**Run 1: gate families picked out**

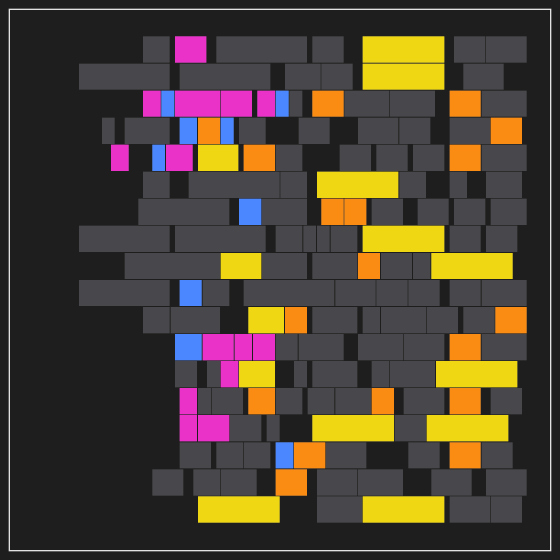
**Run 1: sizing map**

The bar under the picture is 20 um long.
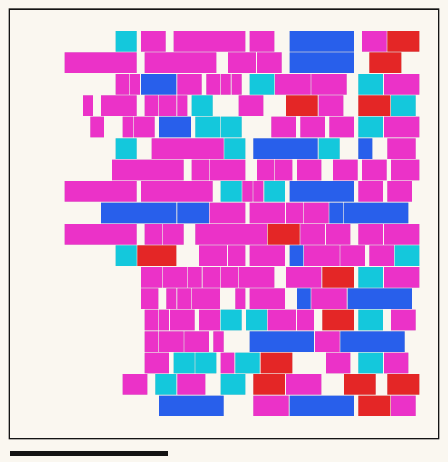
**Run 1: clock nets**

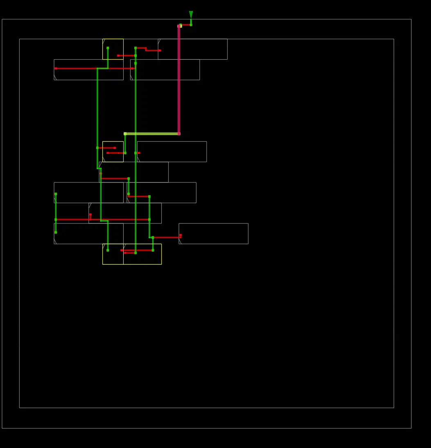
Design stream_rr_arbiter, sky130hd; sources not shown.
==> summary.txt, run 1 <==
Summary of implementation figures.

Drt
The vias per cell is 5.112. The average wire length per cell after detail routing is roughly 16 um. The highest metal layer carrying signal wires in the routed design is met4. Wire segments on met2 add up to 1.692 mm in the final route. Detailed routing inserted a total of 961 vias. The met3 layer wire length in the routed design is 349 um. In the routed design, unresolved DRC markers number 0. In the per-layer summary, the met1 wirelength comes to 1.016 mm.

After the first detailed-routing iteration, the DRC count stood at 11. The iteration tally of the first detailed-router pass is 4.

Clock network
The clock tree from TritonCTS is done. Per the CTS log, the maximum H-tree level is 1. The count of buffers added by post-CTS timing repair for setup is 0. Buffers inserted to repair hold after CTS numbered 0. The CTS clock-pin slew for the worst setup and hold paths is 0.07 ns. The clock buffer count from CTS is 3. Per the CTS log, the root buffer master is clkbuf_4. The maximum clock path buffer count is 2.

Synthesis
After synthesis, the mean cell area works out to 10.84 um2. The share of the synthesized area in the top cell type is 27.47%. Post-synth the commonest register cell is dfrtp_1.

For reference, the top cells by area after synthesis are dfrtp_1, mux4_2, ha_1. The synthesized netlist occupies a cell area of about 910 um2. The net count entering floorplan is approximately 130. The number of cells in Yosys stat is ~84. The top cell type by total area after synthesis is dfrtp_1. Synthesis produced 84 cells. According to the Yosys statistics, the synthesized design has a chip area of 910.9 um2. Summing the areas of all compound-gate instances in the mapped netlist gives 11.40% of the synthesized area. In the synthesized netlist, the cells that appear most often are and2_1, dfrtp_1, mux4_2. The flop and latch count out of synthesis is 10. The count of unique library cells instantiated by Yosys is 28.

The number of flops mapped to enable cells by yosys is 0. The largest non-sequential cell family by area is multiplexers. The share of synthesized area spent on multiplexers is 29.40%. After synthesis, the share of flip-flops with an asynchronous set or reset is 100.0%. The share of synthesized area occupied by flip-flops and latches is 27.47%.

Final layout
In the layout the commonest cells are dlygate4sd2_1, dlymetal6s2s_1, buf_6. After layout, the clock buffer instance count stands at 4. In the final layout, flip-flops and latches take up 14.93% of the cell area.

The layout has 6 inverters outside the clock class. Of all the cell area in the finished design, the clock network holds roughly 2.2%. The number of filler instances in the final layout is 168. The area of combinational cells with multiple inputs is 649.4 um2. The register with the most flip-flops in the layout has 5 of them. Non-clock buffering takes up between 40% and 50% of total cell area after layout.

The total area of sequential cells is roughly 250 um2. The number of logic gates is 65. The number of nets in the layout is 208. The post-route core utilization is 69.24%.

GRT
The via count of the first global-routing pass was around 950. met2 is the most crowded layer. The first-pass GRT wire length is 4.057 mm. The number of antenna violations at the first check in global routing is 0. The global-route met2 utilization is 40.76%. For met1 alone, demand over resource in global routing was 16.50%.

Floorplan
The area of the placeable core is approximately 2400 um2. The die extent in x is approximately 54 um. For reference, the placement row count at floorplan is 18. 60 I/O pins were placed. For this floorplan the total number of well-tap instances is 30.

Critical path
The critical path's slowest cell is mux4_2. For the worst flop-to-flop path, the logic depth is 5. For reference, the critical path cell chain is buf_4 > mux4_2 > and2_4 > buf_6.

The largest fanout on the critical path is 3. The class of the most critical setup path is register to output port. The longest incremental delay of any stage on the critical path is reported as 0.50 ns. STA classifies the critical path startpoint as a register. The OpenROAD report gives the critical path a data arrival time of 1.64 ns. The slack of the worst reg-to-reg path is 0.25 ns.

The critical path capture point type is an output port.

Power
The worst voltage drop across the vdd grid is 0.8050 mV. The static leakage power is slightly below 0.9 nW. The design draws 0.001973 W.

Timing
The worst-case max-slew headroom was logged as between 70% and 80%. The peak clock frequency supported by timing is 0.4562 GHz. The clock tree skew after final layout is 0.001754 ns. Pins over their slew limit in the final report were tallied at 0. The setup TNS is 0 ns. Looking at the max-slew report, the worst-margin pin has a slew of ~0.44 ns.

OpenROAD reports that the post-layout worst path occupies 99.65% of the period. Setup repair after global routing could not meet its margin everywhere.

Place
The placed wire-length estimate is 2.518 mm. As logged by OpenROAD, the buffers inserted on ports number 59.

Outcome
The flow ran to the end, and the final reports show no timing, DRC or antenna violations.
About 'gate families picked out':
| color | family | cells |
|---|---|---|
| blue | NAND gates | 9 |
| magenta | inverting AOI/OAI gates | 14 |
| orange | AND and OR gates | 18 |
| yellow | multiplexers | 14 |
multi-input combinational area share: 38.56%
Non-Filler Instances: 188
Commonest Layout Cell: dlygate4sd2_1

About 'sizing map':
| color | size | cells | share | most used |
|---|---|---|---|---|
| blue | _2 cells | 18 | 11% | mux4_2 |
| cyan | _3 and _4 cells | 25 | 16% | buf_4 |
| red | _6 and larger | 13 | 8.2% | buf_6 |
| magenta | _0 and _1 cells | 102 | 65% | dlygate4sd2_1 |
Layout Cell Area excl Fill: 1684 um2
worst path setup slack after routing: 0.007744 ns
non-clock buffer count: 73
area added between synthesis and finish: 84.89%

About 'clock nets':
Flops: 10
clk ins delay skew pair: 0.26 ns

==> run 1: report_power, final <==
group	internal [W]	leakage (nW)	switching, W	total [W]
Clock	0.000100	0.0210	0.0000667	0.000167
Combinational	0.000840	0.749	0.000615	0.00145
Sequential	0.000257	0.122	0.0000947	0.000351
==> run 1: critical path, delay by kind of cell (launching register included) <==
| family | cells | cell delay, ns |
|---|---|---|
| flip-flops | 1 | 0.41 |
| AND/OR/NAND/NOR | 1 | 0.18 |
| buffers and inverters | 2 | 0.29 |
| multiplexers | 1 | 0.50 |
==> run 1: through the flow <==
stage          setup WS (ns)  instance area [um2]
2_1_floorplan        0.03944                910.9
3_3_place_gp         -0.4788                 1630
3_5_place_dp         -0.4903                 1630
4_1_cts             -0.07731                 1645
5_1_grt             -0.04626                 1684
6_report            0.007744                 1684
==> run 2, diff against run 1 <==
Settings changed: CORE_MARGIN 2 to default, SKIP_LAST_GASP from default to 1.
**Run 2: sizing map**

The bar under the picture is 20 um long.
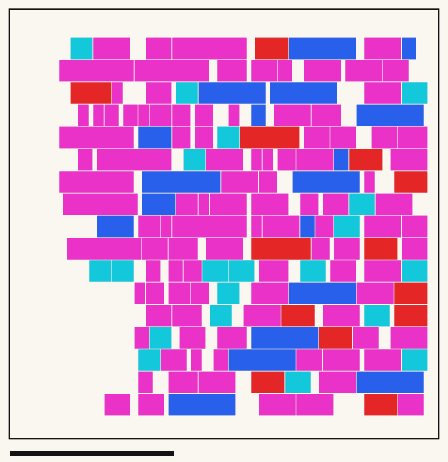
| color | size | cells | share | most used |
|---|---|---|---|---|
| magenta | _0 and _1 cells | 104 | 67% | dlymetal6s2s_1 |
| cyan | _3 and _4 cells | 20 | 13% | and2_4 |
| blue | _2 cells | 18 | 12% | mux4_2 |
| red | _6 and larger | 13 | 8.4% | buf_6 |
non-clock buffer count: 70
worst path setup slack after routing: -0.04267 ns
Layout Cell Area excl Fill: 1709 um2

==> summary.txt, run 2 <==
Summary of implementation figures.

Drt
The met3 layer wire length in the routed design is ~350 um. The first detailed-routing pass took 4 iterations. The met1 wire length is about 1.1 mm.

The via count is 1018. The vias per cell is 5.563. The number of remaining DRC errors is 0.

Outcome
The run finished, with violations left. The final reports fail on setup timing.

Synthesis
The post-synth area from yosys stat is 910.9 um2. By count the netlist is led by and2_1, dfrtp_1, mux4_2. Yosys mapped a number of flops with a built-in enable equal to 0. After synthesis, the largest area contributor takes up 27.47% of total cell area. The net count entering floorplan is 133. The predominant post-synthesis flop cell is dfrtp_1. dfrtp_1 takes more of the synthesized area than any other cell.

Final layout
In the final layout, clock buffers and inverters account for 2.123% of the cell area. The library cells used most frequently in the layout, excluding fill and tap cells, are dlymetal6s2s_1, dlygate4sd2_1, mux4_2, and2_4, buf_6. Per the layout area report, the combinational fraction of cell area is 37.85%. In this run the layout overhead on the synthesized area is reported as 87.64%. The register share of the cell area is 14.71%. The number of filler instances in the final layout is 152.

Clock network
The cell at the root of the clock tree is clkbuf_4. The clock tree from TritonCTS is done.

Place
The worst setup slack after placement is -0.5073 ns. In the placement report, post-DP HPWL is listed as 2.414 mm.

Power
Per report_power, the sequential group accounts for 18.0% of the total. The share of total power consumed by net switching is 40.41%. The total combinational power is 0.00147 W.

The worst voltage drop across the vdd grid is 0.7898 mV. The total internal power is between 0.001 and 0.0015 W.

Timing
The number of max-slew violations in the final report is 0. Setup repair after global routing could not meet its margin everywhere. The peak clock frequency supported by timing is roughly 0.45 GHz.

After layout, the worst setup slack is -0.04267 ns. The final number of setup-violating endpoints is 2.

GRT
The via count of the first global-routing pass is ~1000. The global routing met1 resource utilization is 21.61%. The number of antenna violations at the first check in global routing was 0.

The global router reports that the layer with the highest usage is met2.

Floorplan
In this run the horizontal extent of the chip is between 50 and 60 um. According to the I/O placement log, the pin count is 60.
**Run 2: clock nets**

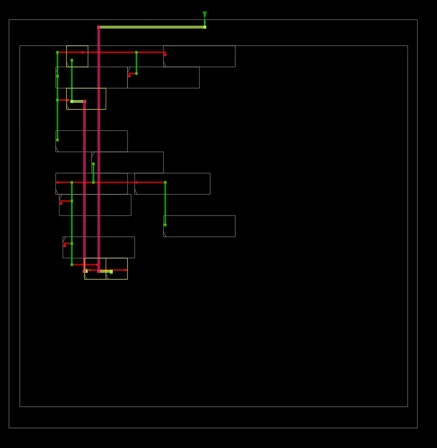
count of clock-net buffers in the final layout: 4
Clock Skew: 0.002579 ns
number of buffers created by CTS: 3
Power Clock: 0.000161 W

[run 2: netlist changes by cell type in the layout (fill, tap and decap cells not counted), moves of 3 or more]
cell	before	now
buf_4	11	7
dlygate4sd2_1	28	17
dlygate4sd3_1	1	4
dlymetal6s2s_1	12	22
[run 2: logic make-up after synthesis]
logic type,Yosys count,synth area share [%]
simple gates,30,19.51
compound gates,15,11.40
mux,14,29.40
flops,10,27.47
buf+inv,9,3.983
fa+ha+maj,6,8.242
[run 2: repair_timing]
item                                    CTS  global route
gates cloned                              0             0
pin swaps                                 0             0
setup buffers                             0             0
endpoints found under the setup margin   14            13
gates resized                            87            38
[run 2: critical path, stage by stage]
cell and delay [ns]:
clkdlybuf4s50_1 0.39, mux4_2 0.45, and2_4 0.17, buf_6 0.12
No activity file was given, so power comes from the tool's default toggle rates.
